## src/rtl/config_loader.sv

```systemverilog
// Word-serial configuration loader: assembles a valid/ready word stream into the tile config bus
// and sequences the tile reset. Define CONFIG_LOADER_CHECKSUM_EN to add the XOR check-word stage.
module config_loader #(
  parameter int unsigned CONFIG_WIDTH  = 644,
  parameter int unsigned WORD_WIDTH    = 32,
  parameter int unsigned RELEASE_DELAY = 2
) (
  input  logic                    clock,
  input  logic                    reset,
  input  logic                    start,
  input  logic                    abort,
  input  logic [WORD_WIDTH-1:0]   cfg_data,
  input  logic                    cfg_valid,
  output logic                    cfg_ready,
  output logic [CONFIG_WIDTH-1:0] config_out,
  output logic                    tile_nreset,
  output logic                    busy,
  output logic                    done,
  output logic                    error
);

  localparam int unsigned NUM_WORDS = (CONFIG_WIDTH + WORD_WIDTH - 1) / WORD_WIDTH;
  localparam int unsigned WCW       = $clog2(NUM_WORDS + 1);
  localparam int unsigned DCW       = $clog2(RELEASE_DELAY + 1);

  typedef enum logic [2:0] {StIdle, StLoad, StCheck, StWait, StDone, StError} state_e;

  state_e                  state_q, state_d;
  logic [WCW-1:0]          word_cnt_q, word_cnt_d;
  logic [DCW-1:0]          delay_q, delay_d;
  logic [CONFIG_WIDTH-1:0] config_d;
  logic                    tile_nreset_d, busy_d, done_d;
  logic                    handshake, last_word;

`ifdef CONFIG_LOADER_CHECKSUM_EN
  logic [WORD_WIDTH-1:0] csum_q, csum_d;
  logic                  error_q, error_d;
  assign error = error_q;
`else
  assign error = 1'b0;
`endif

  assign handshake = cfg_valid && cfg_ready;
  assign last_word = (word_cnt_q == WCW'(NUM_WORDS - 1));

  always_ff @(posedge clock or posedge reset) begin
    if (reset) begin
      state_q     <= StIdle;
      word_cnt_q  <= '0;
      delay_q     <= '0;
      config_out  <= '0;
      tile_nreset <= 1'b0;
      busy        <= 1'b0;
      done        <= 1'b0;
`ifdef CONFIG_LOADER_CHECKSUM_EN
      csum_q      <= '0;
      error_q     <= 1'b0;
`endif
    end else begin
      state_q     <= state_d;
      word_cnt_q  <= word_cnt_d;
      delay_q     <= delay_d;
      config_out  <= config_d;
      tile_nreset <= tile_nreset_d;
      busy        <= busy_d;
      done        <= done_d;
`ifdef CONFIG_LOADER_CHECKSUM_EN
      csum_q      <= csum_d;
      error_q     <= error_d;
`endif
    end
  end

  always_comb begin
    state_d    = state_q;
    word_cnt_d = word_cnt_q;
    delay_d    = delay_q;
    config_d   = config_out;
`ifdef CONFIG_LOADER_CHECKSUM_EN
    csum_d     = csum_q;
`endif
    case (state_q)
      StIdle, StDone, StError: begin
        if (start) begin
          state_d    = StLoad;
          word_cnt_d = '0;
          config_d   = '0;
`ifdef CONFIG_LOADER_CHECKSUM_EN
          csum_d     = '0;
`endif
        end
      end
      StLoad: begin
        if (abort) begin
          state_d    = StIdle;
          word_cnt_d = '0;
          config_d   = '0;
        end else if (handshake) begin
          // Pad bits of the final word have no destination and simply drop out here.
          for (int unsigned i = 0; i < CONFIG_WIDTH; i++) begin
            if (WCW'(i / WORD_WIDTH) == word_cnt_q) config_d[i] = cfg_data[i % WORD_WIDTH];
          end
`ifdef CONFIG_LOADER_CHECKSUM_EN
          csum_d = csum_q ^ cfg_data;
`endif
          if (last_word) begin
`ifdef CONFIG_LOADER_CHECKSUM_EN
            state_d = StCheck;
`else
            state_d = StWait;
`endif
            delay_d = DCW'(RELEASE_DELAY - 1);
          end else begin
            word_cnt_d = word_cnt_q + WCW'(1);
          end
        end
      end
`ifdef CONFIG_LOADER_CHECKSUM_EN
      StCheck: begin
        if (abort) begin
          state_d    = StIdle;
          word_cnt_d = '0;
          config_d   = '0;
        end else if (handshake) begin
          if (cfg_data == csum_q) begin
            state_d = StWait;
          end else begin
            state_d  = StError;
            config_d = '0;
          end
        end
      end
`endif
      StWait: begin
        if (abort) begin
          state_d    = StIdle;
          word_cnt_d = '0;
          config_d   = '0;
        end else if (delay_q == '0) begin
          state_d = StDone;
        end else begin
          delay_d = delay_q - DCW'(1);
        end
      end
      default: state_d = StIdle;
    endcase
  end

  // Registered outputs are decoded from the next state so they line up with state_q.
  always_comb begin
    cfg_ready     = (state_q == StLoad) || (state_q == StCheck);
    busy_d        = (state_d == StLoad) || (state_d == StCheck) || (state_d == StWait);
    done_d        = (state_d == StDone);
    tile_nreset_d = (state_d == StDone);
`ifdef CONFIG_LOADER_CHECKSUM_EN
    error_d       = (state_d == StError);
`endif
  end

endmodule

```

## config.mk

```make
export PLATFORM = sky130hd
export DESIGN_NAME = config_loader
export DESIGN_NICKNAME = d
export VERILOG_FILES = /design/src/rtl/config_loader.sv
export SDC_FILE = /design/constraint.sdc
export NUM_CORES = 1
export LEC_CHECK = 0
export ABC_AREA = 1
export CAP_MARGIN = 25
export CORE_ASPECT_RATIO = 0.9
export CORE_MARGIN = 8
export CORE_UTILIZATION = 34
export CTS_CLUSTER_SIZE = 8
export DETAILED_ROUTE_END_ITERATION = 10
export DONT_BUFFER_PORTS = 1
export GPL_ROUTABILITY_DRIVEN = 0
export PLACE_DENSITY = 0.56
export SYNTH_ARGS = -nofsm -noshare
export SYNTH_HDL_FRONTEND = slang
export SYNTH_SLANG_ARGS = --single-unit
```

## constraint.sdc

```tcl
create_clock -name clock -period 48.7 [get_ports clock]
set_input_delay 9.74 -clock clock [delete_from_list [all_inputs] [get_ports clock]]
set_output_delay 9.74 -clock clock [all_outputs]
set_load 0.02 [all_outputs]
```

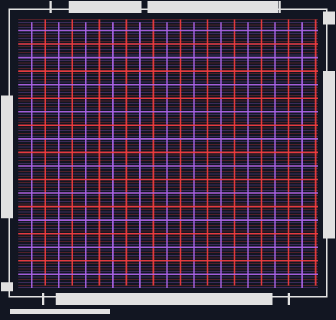
Fig. 1. Floorplan with the power grid (run 1).
Scale bar: 100 µm. Pins as bars on the die edge.
| net | color |
|---|---|
| VSS | purple |
| VDD | red |
signal pins: 686
met1 rails: 100
met4 straps: 22
met5 straps: 19

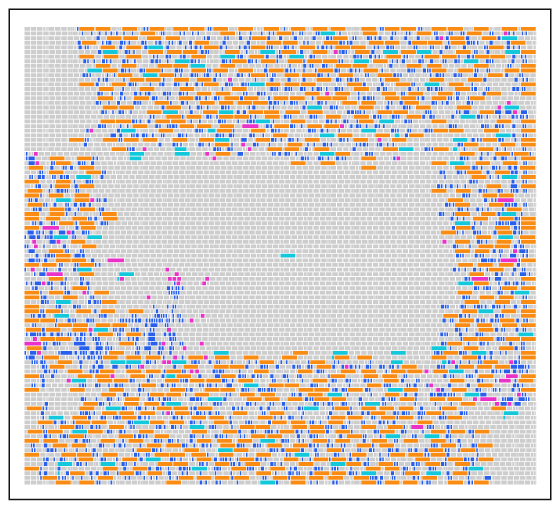
Fig. 2. Cell classes on the final placement (run 1).
Fill, decap, tap and diode cells in gray.
| class | color | cells |
|---|---|---|
| registers | orange | 656 |
| remaining logic cells | blue | 2160 |
| clock drivers and dummy loads | cyan | 104 |
| remaining buffers and delay cells | magenta | 80 |

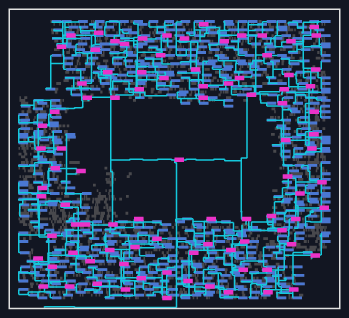
Fig. 3. Clock wires, drivers and flops (run 1).
[flip-flops] blue | count: 656
[clock-net drivers] magenta | count: 92
[clock wires] cyan | length: 9010 µm
flops lie: all over the die
routed clock nets: 93

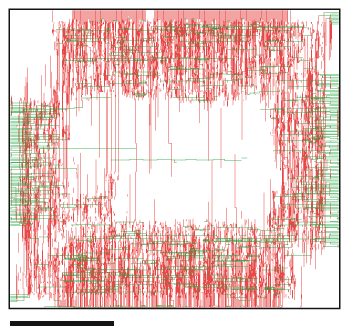
Fig. 4. Routed metal, one color a layer (run 1).
Scale bar: 100 µm. Only two layers are drawn.
| layer | color | wire length |
|---|---|---|
| M3 | green | 11700 µm |
| M2 | red | 55.9 mm |

==> results.json, run 1 <==
{
  "netlist_area_um2": 27800,
  "lay_top_count": "nand2_1",
  "period_used_share": 0.284,
  "synth.distinct_cells": 24,
  "run_status": "complete, no violations",
  "yosysCellCount": 3153,
  "post_drt_via_cell_ratio": 5.78,
  "drv_cap": 0,
  "switching_share": 0.521,
  "final_nets": 3033,
  "power_frac_seq": 0.499,
  "logic_family": "simple AND/OR/NAND/NOR gates",
  "layout-drive-gt1-share": 0.0790,
  "rr_endpoint": "config_out[201]",
  "grt_max_degree": 176,
  "numCtsBuffers": 92,
  "p_per_area_nw_per_um2": 85.6,
  "maxSlewHeadroom": 0.198,
  "final_core_util": 0.385,
  "grt_util_met2": 0.390,
  "cellLeakagePower_uw": 0.0163,
  "startpoint_type": "input pin",
  "floorplan.core_util": 0.343,
  "grt.met3_usage": 0.0706,
  "clockPowerShare": 0.215,
  "irDropWorstVdd_mv": 0.0424
}
run 1: layout make-up:
type	count	area share
multi-input combinational	2107	0.319
clock buffer	96	0.0747
sequential	656	0.527
antenna	1	0.0000803
timing repair buffer	80	0.0263
tap	1060	0.0426
inverter	53	0.00663
clock inverter	8	0.00345
run 1: through the flow:
step	power (µW)	area (µm²)	setup WS [ns]
3_5_place_dp	2090	28700	34.41
4_1_cts	2670	31100	35.09
6_report	2670	31200	34.87
2_1_floorplan	1720	27800	20.58
5_1_grt	2780	31200	34.66
3_3_place_gp	2070	28400	34.42
run 1: worst max-delay path, stage by stage:
cell and delay (ns):
inv_1 0.02, nand3_1 0.06, nand2_1 0.12, nand2_8 0.45, buf_4 0.80, buf_4 0.70, buf_4 0.91, nand3_1 0.75
buf_4 0.45, nand2_1 0.08, nand2_1 0.05
run 1: synthesized netlist by cell type:
library cell / n / area, µm²
o211ai_1: 1 / 7.51
nor2b_1: 1 / 6.26
nor2_1: 51 / 191
clkbuf_1: 161 / 604
dfrtp_1: 656 / 16400
nand2_2: 1 / 6.26
nand2_1: 1349 / 5060
nand3_1: 35 / 175
ha_1: 6 / 75.1
nand3_2: 5 / 50.1
o21ai_0: 3 / 15.0
o21ai_1: 32 / 160
buf_6: 1 / 11.3
nand2_4: 1 / 11.3
buf_1: 7 / 26.3
or2_2: 1 / 6.26
inv_1: 50 / 188
nand4_1: 615 / 3850
conb_1: 1 / 3.75
inv_2: 3 / 11.3
nor2_2: 3 / 18.8
buf_2: 157 / 786
a21oi_1: 2 / 10.0
buf_4: 11 / 82.6
run 1: registers in the layout, summed over array words and instances (netlist names):
register	cells
busy	1
config_out	644
delay_q	2
done	1
state_q	3
word_cnt_q	5
==> run 2: changes to the inputs <==
Clock period 48.7 ns to 12.9 ns, I/O delays scaled along.
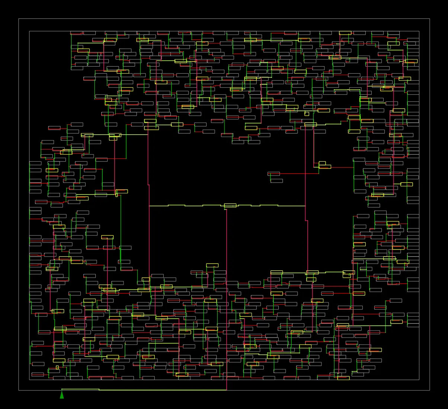
Fig. 5. Clock nets (run 2).
CTS sink count: 656
CLK BUF: 96
power in the clock group: 2180 µW
flip-flops: 656
Clock Latency Late Sink: 0.63 ns

==> run 2 against run 1 <==
Effect of this change: count of clock-buffer cells in the layout is the same; power grew to 3.8 times the previous value; final area grew 0.55%; sequential power grew to 3.8 times the previous value.
==> results.json, run 2 <==
{
  "run_status": "complete, no violations",
  "period_used_share": 0.448,
  "async_flop_share": 1.00,
  "power_frac_seq": 0.496,
  "top_regs": "config_out x644, word_cnt_q x5, state_q x3",
  "port_buffers": 0,
  "logic_family": "simple AND/OR/NAND/NOR gates",
  "ys.flop_type": "dfrtp_1",
  "top_cells_by_area": "dfrtp_1 (59%), nand2_1 (18%), nand4_1 (14%)",
  "grt_max_degree": 195,
  "post_drt_via_cell_ratio": 5.77,
  "largest_area_cell": "dfrtp_1",
  "drc": 0,
  "irDropWorstVdd_mv": 0.176,
  "common_cells": "nand2_1 (1349), dfrtp_1 (656), nand4_1 (615), clkbuf_1 (161), buf_2 (157)",
  "drv_cap": 0,
  "synth-edff-count": 0,
  "largest_reg_flops": 644,
  "maxSlewHeadroom": 0.236,
  "use_met1": 0.323,
  "numCtsBuffers": 92,
  "final_nets": 3031,
  "p_per_area_nw_per_um2": 323,
  "top_cell_area_share": 0.591,
  "cellLeakagePower_uw": 0.0163,
  "synth_top_cell_by_count": "nand2_1",
  "floorplan.core_util": 0.343,
  "layout-drive-gt1-share": 0.0787,
  "grt.met3_usage": 0.0701,
  "lay_top_count": "nand2_1",
  "syn_inst": 3153,
  "startpoint_type": "input pin",
  "switching_share": 0.521,
  "largest_register": "config_out",
  "ys_seq_frac": 0.591,
  "clockPowerShare": 0.216,
  "grt_util_met2": 0.393,
  "netlist_area_um2": 27800,
  "antenna_found_initial": 2,
  "grt.total_usage": 0.252
}
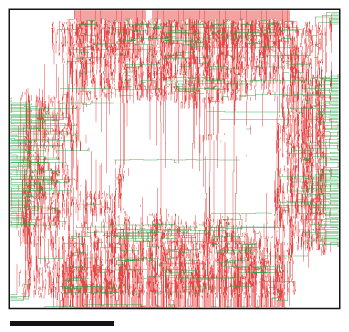
Fig. 6. Routed metal, one color a layer (run 2).
Scale bar: 100 µm. Only two layers are drawn.
| layer | color | wire length |
|---|---|---|
| M3 | green | 11600 µm |
| M2 | red | 56.2 mm |

-- run 2: cell counts after synthesis --
No cell type changed its count.
-- run 2: metrics by stage --
stage | hold WS, ns | power [µW] | worst slack, ns | instance area, µm² | utilization
final | 0.487 | 10100 | 7.12 | 31300 | 0.387
after global routing | 0.531 | 10600 | 6.93 | 31300 | 0.387
after global placement | 0.463 | 7840 | 6.67 | 28400 | 0.351
after floorplan | 0.449 | 6490 | 1.35 | 27800 | -
after CTS | 0.493 | 10100 | 7.33 | 31200 | 0.386
after detailed placement | 0.478 | 7930 | 6.63 | 28800 | 0.355
-- run 2: metal layers --
metal / vias up / routed length (µm)
li1: 10200 / -
met3: 297 / 11600
met2: 1295 / 56200
met4: 0 / 6060
met5: - / 0
met1: 11700 / 46700
-- run 2: path summary, 6_finish.rpt --
path                       slack [ns]       start  cells past startpoint               to
min in group asynchronous        1.94       reset                      1  config_out[548]
hold reg to reg                  0.49  delay_q[0]                      2       delay_q[0]
max in group asynchronous        8.30       reset                      4  config_out[434]
hold / removal                   0.49  delay_q[0]                      2       delay_q[0]
setup / recovery                 7.12   cfg_valid                      9  config_out[332]
setup reg to reg                 8.42  state_q[0]                      9  config_out[332]
-- run 2: layout make-up --
class / count / area [µm²]
fillers: 8076 / 49700
clock inverters: 7 / 113
flip-flops and latches: 656 / 16400
inverters: 53 / 203
multi-input cells: 2107 / 9960
diodes: 1 / 2.50
repair buffers: 78 / 951
well taps: 1060 / 1330
clock buffers: 96 / 2360
-- run 2: worst max-delay path, cell delays in order --
cell and delay [ns]:
inv_1 0.02, nand3_1 0.06, nand2_1 0.13, nand2_8 0.66
buf_12 0.62, buf_4 0.69, buf_4 0.97, nand4_1 0.18
nand2_1 0.14
Power figures rest on the tool's default switching activity, not on a simulated workload.
